File: src/rtl/rx_frame_sampler.sv
// UART receive front end: oversamples RX_IN, votes each bit, and sequences
// start / data / optional parity / stop for the downstream paralleliser.
//
// state    | meaning
// ---------+----------------------------------------------------------
// S_IDLE   | line idle, edge counter parked at 0, waiting for a low sample
// S_START  | inside the start bit; a high vote is a glitch and aborts
// S_DATA   | DATA_WIDTH data bits, LSB first, one vote per bit
// S_PARITY | parity bit present for this frame; vote goes to PAR_BIT
// S_STOP   | stop bit; leaves at the vote so the next start is caught
module rx_frame_sampler #(
  parameter int PRESCALE   = 8,
  parameter int DATA_WIDTH = 8
) (
  input  logic CLK,
  input  logic RST,
  input  logic RX_IN,
  input  logic OS_TICK,
  input  logic PAR_EN,
  output logic SER_DATA,
  output logic RX_TICK,
  output logic DATA_EN,
  output logic PAR_BIT,
  output logic PAR_VALID,
  output logic FRAME_DONE,
  output logic STOP_ERR,
  output logic START_GLITCH,
  output logic BUSY
);

  localparam int MID = PRESCALE / 2;
  localparam int EW  = $clog2(PRESCALE);
  localparam int BW  = (DATA_WIDTH > 1) ? $clog2(DATA_WIDTH) : 1;

  localparam logic [EW-1:0] EDGE_S0   = EW'(MID - 1);
  localparam logic [EW-1:0] EDGE_S1   = EW'(MID);
  localparam logic [EW-1:0] EDGE_VOTE = EW'(MID + 1);
  localparam logic [EW-1:0] EDGE_LAST = EW'(PRESCALE - 1);
  localparam logic [BW-1:0] BIT_LAST  = BW'(DATA_WIDTH - 1);

  typedef enum logic [2:0] {
    S_IDLE   = 3'd0,
    S_START  = 3'd1,
    S_DATA   = 3'd2,
    S_PARITY = 3'd3,
    S_STOP   = 3'd4
  } state_t;

  state_t          state_q, state_d;
  logic [EW-1:0]   edge_cnt_q, edge_cnt_d;
  logic [BW-1:0]   bit_cnt_q, bit_cnt_d;
  logic            s0_q, s0_d;
  logic            s1_q, s1_d;
  logic            par_en_q, par_en_d;
  logic            ser_data_q, ser_data_d;
  logic            rx_tick_q, rx_tick_d;
  logic            data_en_q, data_en_d;
  logic            par_bit_q, par_bit_d;
  logic            par_valid_q, par_valid_d;
  logic            frame_done_q, frame_done_d;
  logic            stop_err_q, stop_err_d;
  logic            start_glitch_q, start_glitch_d;
  logic            busy_q, busy_d;

  logic at_vote;
  logic at_last;
  logic vote;

  assign at_vote = (edge_cnt_q == EDGE_VOTE);
  assign at_last = (edge_cnt_q == EDGE_LAST);
  assign vote    = (s0_q & s1_q) | (s0_q & RX_IN) | (s1_q & RX_IN);

  always_comb begin
    state_d        = state_q;
    edge_cnt_d     = edge_cnt_q;
    bit_cnt_d      = bit_cnt_q;
    s0_d           = s0_q;
    s1_d           = s1_q;
    par_en_d       = par_en_q;
    ser_data_d     = ser_data_q;
    par_bit_d      = par_bit_q;
    rx_tick_d      = 1'b0;
    par_valid_d    = 1'b0;
    frame_done_d   = 1'b0;
    stop_err_d     = 1'b0;
    start_glitch_d = 1'b0;

    if (OS_TICK) begin
      if (state_q != S_IDLE) begin
        edge_cnt_d = at_last ? '0 : edge_cnt_q + 1'b1;
        if (edge_cnt_q == EDGE_S0) s0_d = RX_IN;
        if (edge_cnt_q == EDGE_S1) s1_d = RX_IN;
        if (at_vote) begin
          ser_data_d = vote;
          rx_tick_d  = 1'b1;
        end
      end

      case (state_q)
        S_IDLE: begin
          edge_cnt_d = '0;
          // The detecting tick is edge 0 of the start bit.
          if (!RX_IN) begin
            state_d    = S_START;
            edge_cnt_d = EW'(1);
            par_en_d   = PAR_EN;
          end
        end
        S_START: begin
          if (at_vote && vote) begin
            start_glitch_d = 1'b1;
            state_d        = S_IDLE;
            edge_cnt_d     = '0;
          end else if (at_last) begin
            state_d   = S_DATA;
            bit_cnt_d = '0;
          end
        end
        S_DATA: begin
          if (at_last) begin
            if (bit_cnt_q == BIT_LAST) state_d = par_en_q ? S_PARITY : S_STOP;
            else                       bit_cnt_d = bit_cnt_q + 1'b1;
          end
        end
        S_PARITY: begin
          if (at_vote) begin
            par_bit_d   = vote;
            par_valid_d = 1'b1;
          end
          if (at_last) state_d = S_STOP;
        end
        S_STOP: begin
          // Leave half a bit early so a back-to-back start edge is seen.
          if (at_vote) begin
            frame_done_d = 1'b1;
            stop_err_d   = ~vote;
            state_d      = S_IDLE;
            edge_cnt_d   = '0;
          end
        end
        default: begin
          state_d    = S_IDLE;
          edge_cnt_d = '0;
        end
      endcase
    end

    data_en_d = (state_d == S_DATA);
    busy_d    = (state_d != S_IDLE);
  end

  always_ff @(posedge CLK) begin
    if (RST) begin
      state_q        <= S_IDLE;
      edge_cnt_q     <= '0;
      bit_cnt_q      <= '0;
      s0_q           <= 1'b0;
      s1_q           <= 1'b0;
      par_en_q       <= 1'b0;
      ser_data_q     <= 1'b0;
      rx_tick_q      <= 1'b0;
      data_en_q      <= 1'b0;
      par_bit_q      <= 1'b0;
      par_valid_q    <= 1'b0;
      frame_done_q   <= 1'b0;
      stop_err_q     <= 1'b0;
      start_glitch_q <= 1'b0;
      busy_q         <= 1'b0;
    end else begin
      state_q        <= state_d;
      edge_cnt_q     <= edge_cnt_d;
      bit_cnt_q      <= bit_cnt_d;
      s0_q           <= s0_d;
      s1_q           <= s1_d;
      par_en_q       <= par_en_d;
      ser_data_q     <= ser_data_d;
      rx_tick_q      <= rx_tick_d;
      data_en_q      <= data_en_d;
      par_bit_q      <= par_bit_d;
      par_valid_q    <= par_valid_d;
      frame_done_q   <= frame_done_d;
      stop_err_q     <= stop_err_d;
      start_glitch_q <= start_glitch_d;
      busy_q         <= busy_d;
    end
  end

  assign SER_DATA     = ser_data_q;
  assign RX_TICK      = rx_tick_q;
  assign DATA_EN      = data_en_q;
  assign PAR_BIT      = par_bit_q;
  assign PAR_VALID    = par_valid_q;
  assign FRAME_DONE   = frame_done_q;
  assign STOP_ERR     = stop_err_q;
  assign START_GLITCH = start_glitch_q;
  assign BUSY         = busy_q;

endmodule

File: config.mk
export PLATFORM = sky130hd
export DESIGN_NAME = rx_frame_sampler
export DESIGN_NICKNAME = d
export VERILOG_FILES = /design/src/rtl/rx_frame_sampler.sv
export SDC_FILE = /design/constraint.sdc
export NUM_CORES = 1
export LEC_CHECK = 0
export CAP_MARGIN = 20
export CORE_MARGIN = 10
export CORE_UTILIZATION = 30
export DETAILED_ROUTE_END_ITERATION = 8
export MAX_ROUTING_LAYER = met4
export PLACE_DENSITY = 0.56
export SYNTH_ARGS = -nofsm -noshare
export SYNTH_HDL_FRONTEND = slang
export SYNTH_SLANG_ARGS = --single-unit
File: constraint.sdc
create_clock -name CLK -period 4.3 [get_ports CLK]
set_input_delay 0.645 -clock CLK [delete_from_list [all_inputs] [get_ports CLK]]
set_output_delay 0.645 -clock CLK [all_outputs]
set_load 0.02 [all_outputs]
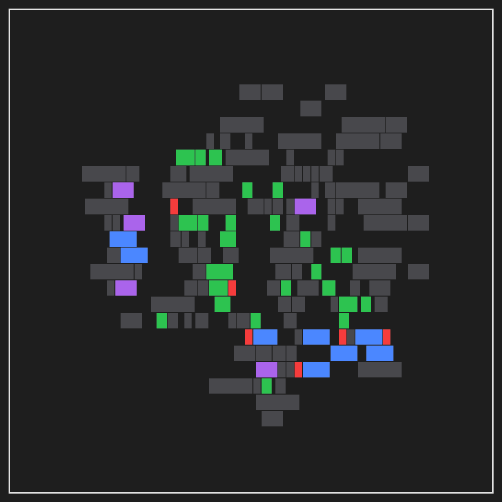
*Gate-type map, run 1*
Scale: 6 px per um.
family	colour	cells
inv cells	red	6
fa/ha/maj cells	blue	8
aoi and oai cells	green	25
mux cells	purple	5

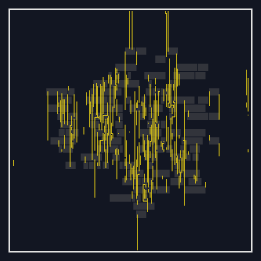
*Metal 2, run 1*
Scale: 3 px per um.
share of all routed wire	48%
wire length on this layer	1220 um

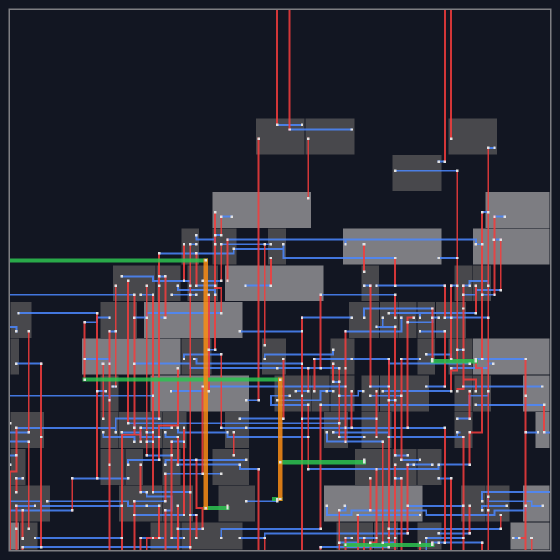
*A small window of the routed layout, run 1*
Region (20, 36) to (60, 76) um. Cells in grey, sequential cells in the stronger grey; small squares are vias.
layer	colour
M3	green
M1	blue
M4	orange
M2	red
netlist names of flops here include	`state_q` (3)
most frequent	nor2_1 (11), dfxtp_1 (10), nand2_1 (7)
sequential cells in the window	10
cells with their middle in the window	70

==> notes.md, run 1 <==
Physical implementation

The flow ran to the end, and the final reports show no timing, DRC or antenna violations. The share of synthesized area occupied by flip-flops and latches is 38.5%. The and-or/or-and share of the synthesized area is 16.7%. For reference, the critical path cell chain is clkdlybuf4s50_1 > maj3_2 > or3_1 > a31oi_1 > a41oi_1 > nor2_1. The number of iterations in the first detailed-routing pass is 4. The share of the final layout cell area in multi-input gates is 48.7%.

The relative max-transition margin is 56.6%. In this run the core area contains 21 standard-cell rows. In this run the remaining antenna-violating nets after routing total 0. The via count of the first global-routing pass was 944.

In this run the cell area of the synthesized design comes to 0.00109 mm2. The post-synthesis sequential element count is 21. The worst reg-to-reg setup slack is 2.44 ns. Looking at the reg2reg group, the worst path starts from bit_cnt_q[0].

The worst VDD IR drop from the latest analysis is 0.000164 V. The library cell with the largest summed area after synthesis is sky130_fd_sc_hd__dfxtp_1. The number of buffers and inverters on the critical path is 1. The worst setup path is launched from an input port. The weighted congestion at the end of routability-driven global placement is 0.820. Per the OpenROAD floorplan log, the height of the die is 80.3 um. The share of final layout cell area taken by non-clock buffers is 10.1%. The count of flip-flops with a built-in enable after synthesis is 0.

The total power draw is 325 uW. The first-pass GRT wire length is 4300 um. After detailed routing, the number of remaining DRC violations is 0. Once detailed placement completed, the half-perimeter wirelength came to 1900 um. The number of antenna repair diodes is 0. Post-CTS repair changed the size of 0 cells. Summing all multi-input logic gate instances after layout gives 624 um2. The critical path in this run is classified as in -> reg. The final max-slew violation count recorded for this run is 0. For the final routed database, the setup TNS stands at 0 ns.

The cell count after placement is 187. After synthesis, the cell types taking the most area are sky130_fd_sc_hd__dfxtp_1 38%, sky130_fd_sc_hd__ha_1 8.0%, sky130_fd_sc_hd__nor2_1 5.8%. The number of tap instances is 46. The simple-gate share of the synthesized area is 26.8%. The number of buffers inserted to repair setup after CTS is 0. The flop share of the area is 32.8%. The vias after detailed routing is 952.

Per the detail_route report, routed wire per instance is 13.2 um.
run 1: where the power goes:
part	internal [uW]	total, uW	switching [uW]	leakage [uW]
Clock	34.8	97.2	62.4	0.0000177
Sequential	197	199	2.55	0.000170
Combinational	12.5	28.8	16.3	0.000312
Total	244	325	81.2	0.000500
run 1: layout by cell type (no fill, tap or decap), types with 2 or more instances in the layout:
cell                              instances
sky130_fd_sc_hd__nor2b_1                  3
sky130_fd_sc_hd__a21oi_1                 10
sky130_fd_sc_hd__dfxtp_1                 21
sky130_fd_sc_hd__nor2_1                  17
sky130_fd_sc_hd__nand3_1                  7
sky130_fd_sc_hd__clkdlybuf4s50_1         13
sky130_fd_sc_hd__ha_1                     7
sky130_fd_sc_hd__clkbuf_4                 3
sky130_fd_sc_hd__o21ai_0                  6
sky130_fd_sc_hd__and3_1                   2
sky130_fd_sc_hd__nand2b_1                 4
sky130_fd_sc_hd__nand4_1                  2
sky130_fd_sc_hd__mux2i_1                  5
sky130_fd_sc_hd__a32oi_1                  2
sky130_fd_sc_hd__a31oi_1                  2
sky130_fd_sc_hd__and2_1                   2
sky130_fd_sc_hd__nand2_1                 13
sky130_fd_sc_hd__nor3_1                   3
sky130_fd_sc_hd__inv_1                    6
run 1: stage by stage:
stage	setup WS, ns	area, um2	hold slack [ns]	util (%)
after floorplan	2.55	1090	0.445	-
after global placement	1.93	1250	0.460	36.7
after detailed placement	1.88	1250	0.465	36.7
after CTS	2.23	1280	0.481	37.5
after global routing	2.06	1280	0.509	37.5
final	2.22	1280	0.483	37.5
run 1: layer usage:
layer	routed length (um)	up-vias	GRT usage, %
li1	-	490	-
met1	1190	441	9.86
met2	1220	16	13.5
met3	88	5	2.67
met4	27	0	2.64
met5	0	-	-
### Routing congestion map, run 1

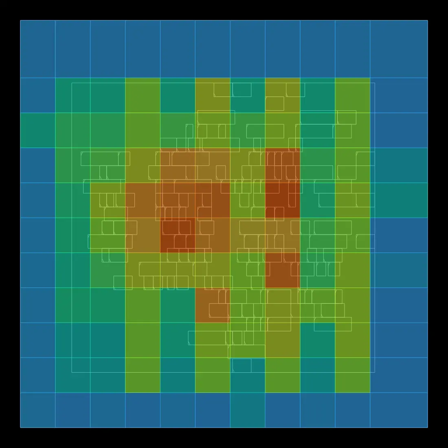

==> run 2: changes to the inputs <==
Clock period 4.3 ns to 2.2 ns, I/O delays scaled along.
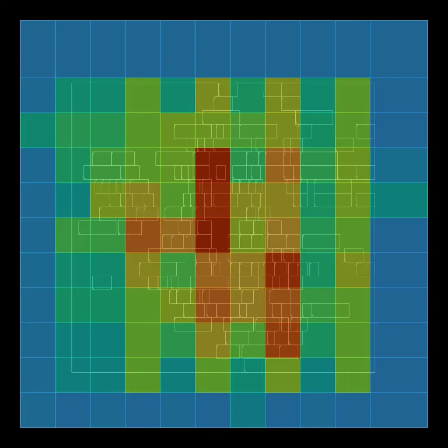
*Routing congestion map, run 2*
Final Util: 38.4%
met3 Resource Use GR: 2.78%
met1 track demand over resource: 8.97%
Wirelength per Cell: 12.4 um

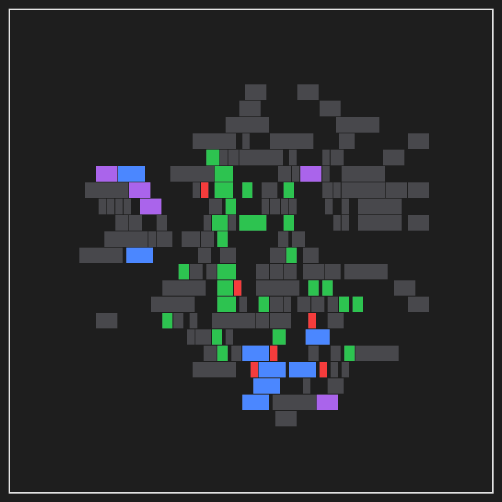
*Gate-type map, run 2*
Scale: 6 px per um.
family	colour	cells
inv cells	red	6
mux cells	purple	5
fa/ha/maj cells	blue	8
aoi and oai cells	green	25

==> notes.md, run 2 <==
Physical implementation

The flow ran to the end, and the final reports show no timing, DRC or antenna violations. The count of flip-flops with a built-in enable after synthesis is 0 (unchanged). The post-route DRC violation count is 0 (unchanged). The post-cts repair resize count is 0 (unchanged). The part of the total power dissipated in combinational logic was 9.7% (+0.9 points). The first-pass GRT wire length is 4200 um (-2.4%).

Leaving out fill and tap cells, the most frequent cells in the layout are 21 x sky130_fd_sc_hd__dfxtp_1, 17 x sky130_fd_sc_hd__nor2_1, 13 x sky130_fd_sc_hd__nand2_1, 13 x sky130_fd_sc_hd__clkdlybuf4s50_1, 10 x sky130_fd_sc_hd__a21oi_1. The total negative setup slack is 0 ns (unchanged). Listed in order, past its start point the critical path passes ha_1 > ha_1 > or3b_2 > o21ai_0 > o211ai_2 > mux2i_1 > nor2_1. The weighted congestion at the end of routability-driven global placement is 0.816 (-0.54%). The number of buffers and inverters on the critical path is 0 (-1). The share of total power in sequential cells is 60.7% (-0.6 points). The post-route cell area is 0.00131 mm2 (+2.3%). The number of rows in the core area is 21 (unchanged).

The number of buffers inserted to repair setup after CTS is 0 (unchanged). The fraction of power consumed by the clock network is 29.6% (-0.3 points). The via count of the first global-routing pass is 971 (+2.9%). The and-or/or-and share of the synthesized area came to 16.7% (unchanged). The simple-gate share of the synthesized area is 26.8% (unchanged).

In the post-synthesis netlist, the biggest area contributors are sky130_fd_sc_hd__dfxtp_1 38%, sky130_fd_sc_hd__ha_1 8.0%, sky130_fd_sc_hd__nor2_1 5.8%. The area of the multi-input gates is 624 um2 (unchanged). The share of synthesized area occupied by flip-flops and latches is 38.5% (unchanged). The startpoint identified for the worst register-to-register timing path is bit_cnt_q[0]. The total count of max-transition violations in the final report is 0 (unchanged).

The relative max-transition margin came to 64.9% (+8.3 points). The worst setup path is launched from a flip-flop. Leaving out fill and tap cells, the most frequent cell in the layout is sky130_fd_sc_hd__dfxtp_1. The number of antenna-violating nets in the routed design is 0 (unchanged).
-- run 2: cell counts after synthesis --
Identical to the previous run, type by type.
-- run 2: area by class of cell --
| type | instances | area share, % |
|---|---|---|
| clock buffer | 3 | 1.72 |
| inverter | 6 | 1.72 |
| multi-input combinational | 101 | 47.6 |
| tap | 46 | 4.39 |
| timing repair buffer | 17 | 12.2 |
| clock inverter | 1 | 0.381 |
| sequential | 21 | 32.0 |
-- run 2: kinds of logic after synthesis --
kind of cell,count (synthesis)
compound gates,28
fa+ha+maj,8
flops,21
simple gates,60
mux,5
buf+inv,12
-- run 2: final timing paths --
check	endpoint	cells past startpoint	slack, ns
setup / recovery	bit_cnt_q[2]	7	0.36
hold / removal	par_en_q	2	0.49
setup reg to reg	bit_cnt_q[2]	7	0.36
hold reg to reg	par_en_q	2	0.49
-- run 2: power groups by stage --
stage,Clock (uW),Combinational (uW),Sequential [uW]
2_1_floorplan,0,37.6,397
5_1_grt,215,69.6,391
3_3_place_gp,0,61.8,398
3_5_place_dp,0,62.2,398
6_report,190,62.4,390
4_1_cts,201,62.7,390
-- run 2: per-layer routing --
layer / routed length [um] / GRT usage [%] / up-vias
met5: 0 / - / -
met4: 17 / 2.64 / 0
met3: 137 / 2.78 / 2
met2: 1130 / 13.4 / 21
met1: 1140 / 8.97 / 448
li1: - / - / 503
-- run 2: per-stage QoR --
stage	cells	utilization, %	power [uW]	setup slack, ns	hold WS (ns)
2_1_floorplan	134	-	434	0.497	0.445
3_3_place_gp	191	37.6	460	0.255	0.465
3_5_place_dp	191	37.6	460	0.197	0.471
4_1_cts	195	38.4	653	0.342	0.489
5_1_grt	195	38.4	675	0.229	0.515
6_report	195	38.4	642	0.364	0.486
### Wires at chosen ports, followed through buffers, run 2

Scale: 6 px per um.
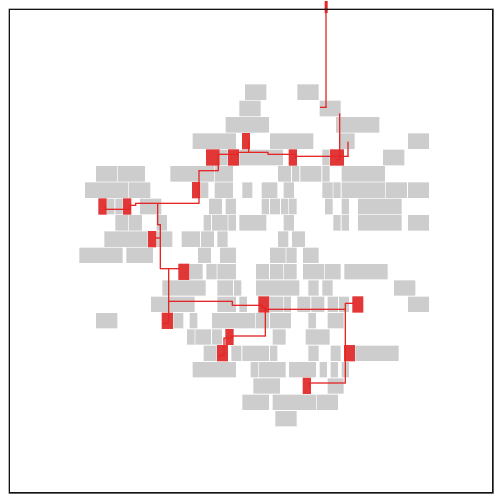

==> run 3: changes to the inputs <==
Clock period 2.2 ns to 1.85 ns, I/O delays scaled along.
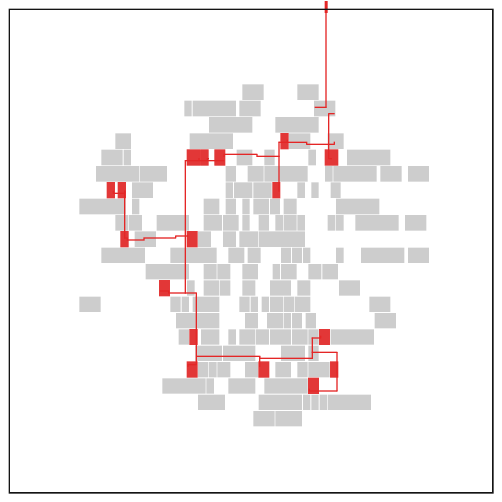
*Wires at chosen ports, followed through buffers, run 3*
Scale: 6 px per um.
port	colour	bits	direction	edge	end cells	buffers	wire
`RST`	red	1	input	top	17	2	168 um

==> notes.md, run 3 <==
Physical implementation

The run finished with clean final reports. The worst hold endpoint is par_en_q. The and-or/or-and share of the synthesized area is 16.7% (unchanged).

The layer flagged by global routing as most heavily used is met2. The detailed-routed wire length on met2 came to 1300 um (+15%). The weighted congestion at the end of routability-driven global placement was 0.866 (+6.1%).

The share of total power in sequential cells is 59.5% (-1.2 points). The relative max-transition margin came to 66.6% (+1.7 points). The total count of max-transition violations in the final report came to 0 (unchanged). By instance count after routing, the leading logic cell types are 19 x sky130_fd_sc_hd__dfxtp_1, 17 x sky130_fd_sc_hd__nor2_1, 13 x sky130_fd_sc_hd__nand2_1, 13 x sky130_fd_sc_hd__clkdlybuf4s50_1, 10 x sky130_fd_sc_hd__a21oi_1.

The share of synthesized area occupied by flip-flops and latches came to 38.5% (unchanged). The met2 demand-to-capacity share in global routing came to 13.9% (+0.56 points). The top cell type in the final layout, fill and taps aside, is sky130_fd_sc_hd__dfxtp_1. The power dissipated in combinational cells is 77.8 uW (+25%). Listed in order, past its start point the critical path passes ha_1 > ha_2 > or3b_2 > o21ai_2 > o211ai_4 > mux2i_1 > nor2_1. The wire length the detailed router placed on met1 is 1170 um (+2.6%). The number of standard cells in the layout, taps in and fillers out was 200 (+2.6%). In this run the critical register-to-register path is launched from bit_cnt_q[0].

The first-pass GRT wire length is 4390 um (+4.6%). The worst setup path is launched from a flip-flop. The count of flip-flops with a built-in enable after synthesis was 0 (unchanged). The capture point of the worst register-to-register path is recorded as bit_cnt_q[0]. The uppermost layer routed is met4. The global routing usage on met3 is 2.00% (-0.78 points). The final cell utilization of the core is 40.2% (+1.8 points). The largest share of the power goes to registers.

The number of buffers and inverters on the critical path was 0 (unchanged). The number of antenna-violating nets in the routed design is 0 (unchanged). The cell depth of the worst min-delay path was 2 (unchanged). The power dissipated in sequential cells is 463 uW (+19%). The simple-gate share of the synthesized area is 26.8% (unchanged).

The part of the total power dissipated in combinational logic is 10.0% (+0.3 points).
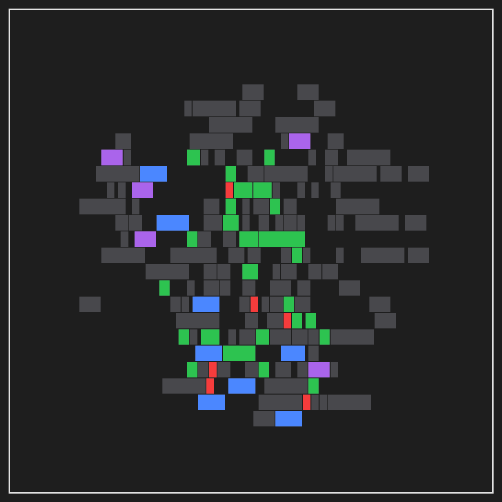
*Gate-type map, run 3*
Scale: 6 px per um.
family	colour	cells
fa/ha/maj cells	blue	8
aoi and oai cells	green	25
mux cells	purple	5
inv cells	red	6

==> run 3: cell counts after synthesis <==
No cell type changed its count.
==> run 3: per-stage QoR <==
stage	cell area, um2	setup WS, ns	TNS [ns]
2_1_floorplan	1090	0.147	0
3_3_place_gp	1320	-0.00486	-0.00815
3_5_place_dp	1320	-0.0457	-0.154
4_1_cts	1340	0.00733	0
5_1_grt	1370	-0.0102	-0.0102
6_report	1370	0.124	0
==> run 3: worst max-delay path by stage <==
stage / from / end / slack, ns / depth (start not counted)
floorplan: bit_cnt_q[0] / bit_cnt_q[0] / 0.15 / 7
global placement: RX_IN / BUSY / -0.005 / 6
detailed placement: RX_IN / DATA_EN / -0.05 / 7
CTS: bit_cnt_q[0] / bit_cnt_q[0] / 0.007 / 7
global route: state_q[2] / DATA_EN / -0.01 / 5
finish: bit_cnt_q[0] / bit_cnt_q[0] / 0.12 / 7
==> run 3: worst register-to-register path, cell delays in order, from the launching register on <==
cell and delay, ns:
sky130_fd_sc_hd__dfxtp_2 0.35, sky130_fd_sc_hd__ha_1 0.19, sky130_fd_sc_hd__ha_2 0.18, sky130_fd_sc_hd__or3b_2 0.48
sky130_fd_sc_hd__o21ai_2 0.09, sky130_fd_sc_hd__o211ai_4 0.12, sky130_fd_sc_hd__mux2i_1 0.16, sky130_fd_sc_hd__nor2_1 0.05
==> run 3: area by class of cell <==
class | instances | area [um2]
Inverter | 6 | 22.5
Clock buffer | 3 | 22.5
Tap cell | 46 | 57.6
Multi-Input combinational cell | 101 | 646
Clock inverter | 1 | 5.00
Timing Repair Buffer | 22 | 198
Sequential cell | 21 | 423
Fill cell | 369 | 2040
==> run 3: what timing repair did <==
item	CTS	global route
setup endpoints to repair	1	4
pin swaps	1	1
hold buffers	0	0
buffers inserted	0	1
gates resized	2	5
No activity file was given, so power comes from the tool's default toggle rates.
